==> config.mk <==
export PLATFORM = sky130hd
export DESIGN_NAME = regfile_wb
export DESIGN_NICKNAME = d
export VERILOG_FILES = /design/src/rtl/regfile_wb.sv
export SDC_FILE = /design/constraint.sdc
export NUM_CORES = 1
export LEC_CHECK = 0
export ABC_AREA = 0
export CORE_ASPECT_RATIO = 0.7
export CORE_UTILIZATION = 50
export CTS_BUF_LIST = sky130_fd_sc_hd__clkbuf_8
export CTS_CLUSTER_DIAMETER = 60
export DETAILED_ROUTE_END_ITERATION = 10
export GPL_ROUTABILITY_DRIVEN = 0
export PLACE_DENSITY = 0.77
export SETUP_SLACK_MARGIN = 0.1
export SLEW_MARGIN = 20
export SYNTH_ARGS = -nofsm -noshare
export SYNTH_HDL_FRONTEND = slang
export SYNTH_SLANG_ARGS = --single-unit
==> constraint.sdc <==
create_clock -name clk -period 3.9 [get_ports clk]
set_clock_uncertainty 0.05 [all_clocks]
set_input_delay 0.975 -clock clk [delete_from_list [all_inputs] [get_ports clk]]
set_output_delay 0.975 -clock clk [all_outputs]
set_load 0.01 [all_outputs]
==> run_1/met4.png <==
Bar = 50 um.
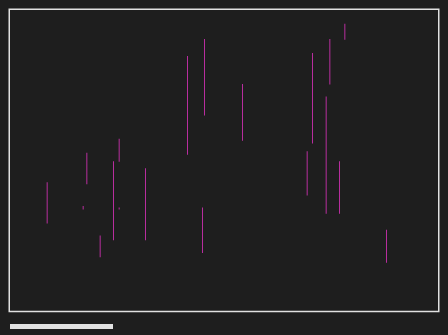
- main direction: vertical
- longest straight run: 56.4 um
routed vias: 9,066
Routed WL: 33,000 um

==> run_1/clock_map.png <==
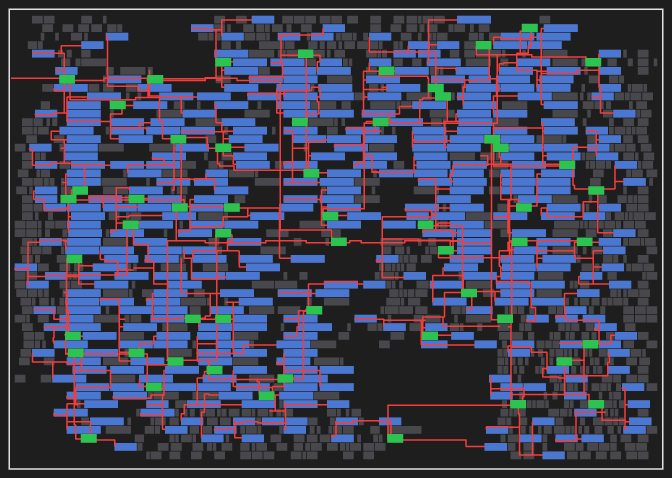
- flip-flops: blue (count 386)
- clock wires: red (length 4,520 um)
- cells driving clock nets: green (count 55)
- flops lie: all over the die
Clk power: 2.98 mW
clk ins delay skew pair: 0.61 ns
power share of the clock group: 27.3%

==> run_1/drive_strength.png <==
Bar = 50 um.
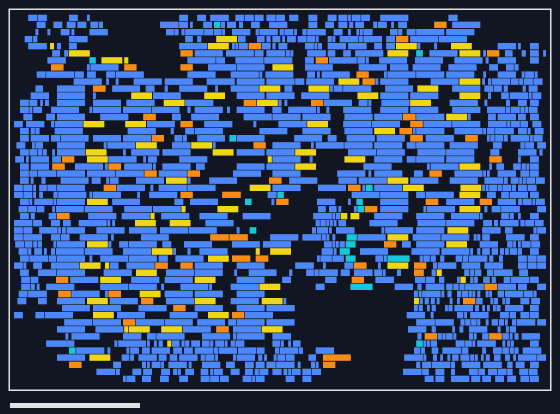
- drive 3 to 4: cyan (cells 18; share 1.4%)
- drive 6 and up: orange (cells 66; share 5.2%)
- drive 1 or less: blue (cells 1,101; share 87%)
- drive 2: yellow (cells 83; share 6.5%)
Syn-to-layout area delta: 26.3%
non-clock buffer count: 262
setup ws final: 0.901 ns
final instance area: 0.0187 mm2

==> flow_metrics.py <==
# Auto-generated metrics
metrics = {
    "outcome": {
        "outcome": "completed",
    },
    "pwr": {
        "p_leak_nw": 6.43,
        "cellPowerDensity_mw_per_mm2": 584,
        "power_mw": 10.9,
        "p_sw_share_pct": 29.9,
        "seq_power_share_pct": 47.0,
        "switching_power_mw": 3.26,
        "internal-power_mw": 7.65,
        "pwr-share-comb_pct": 25.7,
        "peakVddDrop_v": 0.000358,
    },
    "synth": {
        "synthAoiAreaFrac_pct": 9.24,
        "netlist_area_mm2": 0.0148,
        "topCellsByArea": "edfxtp_1, dfxtp_1, mux4_2",
        "synth_seq_share_pct": 71.0,
        "edf_count": 276,
        "synth-async-reset-ratio_pct": 0,
        "top_area_cell": "edfxtp_1",
        "simple_gate_share_pct": 4.45,
        "yosys_warnings": 0,
        "ys_sh_adder_pct": 0.559,
        "synth_cell_types": 33,
        "top_logic_kind": "multiplexers",
        "top_cell": "edfxtp_1",
        "fp_nets": 1126,
        "ys_sh_xor_pct": 0.296,
        "synthTopCellsByCount": "edfxtp_1, dfxtp_1, nand2_1",
        "netlist_instances": 972,
        "ys_cells": 972,
        "synth_top_area_share_pct": 56.1,
        "ys_ff": 386,
        "syn_area_per_cell_um2": 15.2,
        "synth-main-ff-cell": "edfxtp_1",
        "yosysChipArea_mm2": 0.0148,
        "synthMuxAreaShare_pct": 10.5,
    },
    "global_route": {
        "antenna_found_initial": 5,
        "grt_max_degree": 99,
        "track_usage_pct": 22.0,
        "grt_pass1_wl_um": 51500,
        "grt_overflow": 0,
        "grt_pass1_vias": 9229,
    },
    "worst_hold_path": {
        "worstHoldPathCells": 2,
        "hold_path.class": "reg2reg",
    },
    "clock_network": {
        "clk_pin_slew_ns": 0.06,
        "cts-root-buf": "clkbuf_8",
        "cts_max_level": 2,
        "clock_sinks": 386,
        "cts_setup_buffers": 0,
        "hold_buffers": 0,
        "cts_buffers": 55,
        "cts_tree": "done",
        "cts_buffer_depth": 3,
        "cts_resized": 0,
    },
    "final_layout": {
        "n_fill_cell": 2108,
        "inv_count": 76,
        "fin_nets": 1376,
        "seq_share_pct": 56.2,
        "drive_above_1_share_pct": 13.2,
        "design.seq.count": 386,
        "final_core_util_pct": 64.5,
        "final_cell_mix": "edfxtp_1, clkdlybuf4s50_1, dfxtp_1",
        "flop_area_mm2": 0.0105,
        "antenna_cells": 3,
        "layout_top_cell": "edfxtp_1",
        "final_cell_count_no_fill": 1649,
        "clkbuf_count": 60,
        "sh_comb_area_pct": 20.0,
        "logic_gates": 441,
        "layout.nonclk_buf_share_pct": 14.1,
        "clockNetworkAreaShare_pct": 5.55,
        "mi_logic_area_mm2": 0.00373,
        "largestClassByArea": "flip-flops and latches",
        "largest_reg_flops": 256,
    },
    "critical_path": {
        "path_class": "reg2out",
        "cp_max_fo": 6,
        "cp_data_arrival_time_ns": 1.97,
        "start_kind": "register",
        "crit_path_end_kind": "output pin",
        "critPathRequiredTime_ns": 2.87,
        "ff2ff_setup_slack_ns": 1.40,
        "r2r_cells": 9,
    },
    "die": {
        "fp-utilization_pct": 51.0,
        "rows": 52,
        "die_y_um": 146,
        "nWellTaps": 378,
        "pin_count": 251,
        "coreArea_mm2": 0.0290,
        "die_x_um": 207,
        "dieArea_mm2": 0.0303,
    },
    "sta": {
        "finalSetupViolations": 0,
        "slew_violations": 0,
        "hold_viol_final": 0,
        "holdWs_ns": 0.427,
        "fmax_ghz": 0.333,
        "finalClockPeriodUsage_pct": 76.9,
        "worstMarginPinSlew_ns": 0.996,
        "rsz0062_at_grt": "no",
        "period_minus_slack_ns": 3.00,
        "slew_headroom_pct": 33.6,
        "fin_tns_setup_ns": 0,
    },
    "place": {
        "placedCellCount": 1543,
        "place.detailed.hpwl_um": 20800,
        "port-buffer-count": 249,
        "pre_cts_slack_ns": 0.819,
        "dpl_cell_area_mm2": 0.0176,
    },
    "routing": {
        "drc": 0,
        "post_drt_wl_per_cell_um": 20.0,
        "first_pass_iters": 6,
        "drt_iter0_markers": 669,
        "drt-vias-per-instance": 5.50,
        "ant_nets": 0,
    },
    "job": {
        "tool_warnings": 29,
        "cap_violations": 0,
    },
}
-- run 1: critical path, stage by stage, from the launching register on --
cell and delay, ns:
dfxtp_1 0.36, or3b_1 0.48, clkdlybuf4s50_1 0.54
-- run 1: power by group through the flow --
stage | Combinational [mW] | Sequential (mW) | Clock, mW
3_3_place_gp | 2.80 | 5.20 | 0
5_1_grt | 3.04 | 5.18 | 3.23
3_5_place_dp | 2.84 | 5.22 | 0
2_1_floorplan | 1.78 | 5.20 | 0
4_1_cts | 2.85 | 5.13 | 3.04
6_report | 2.81 | 5.13 | 2.98
-- run 1: routing by layer --
layer  up-vias  global-route usage [%]  wire length, um
li1       4224                       -                -
met1      4475                    30.6            14500
met2       323                    34.6            15400
met3        42                    5.55             2520
met4         2                    6.08              454
met5         -                       0               17
No activity file was given, so power comes from the tool's default toggle rates.
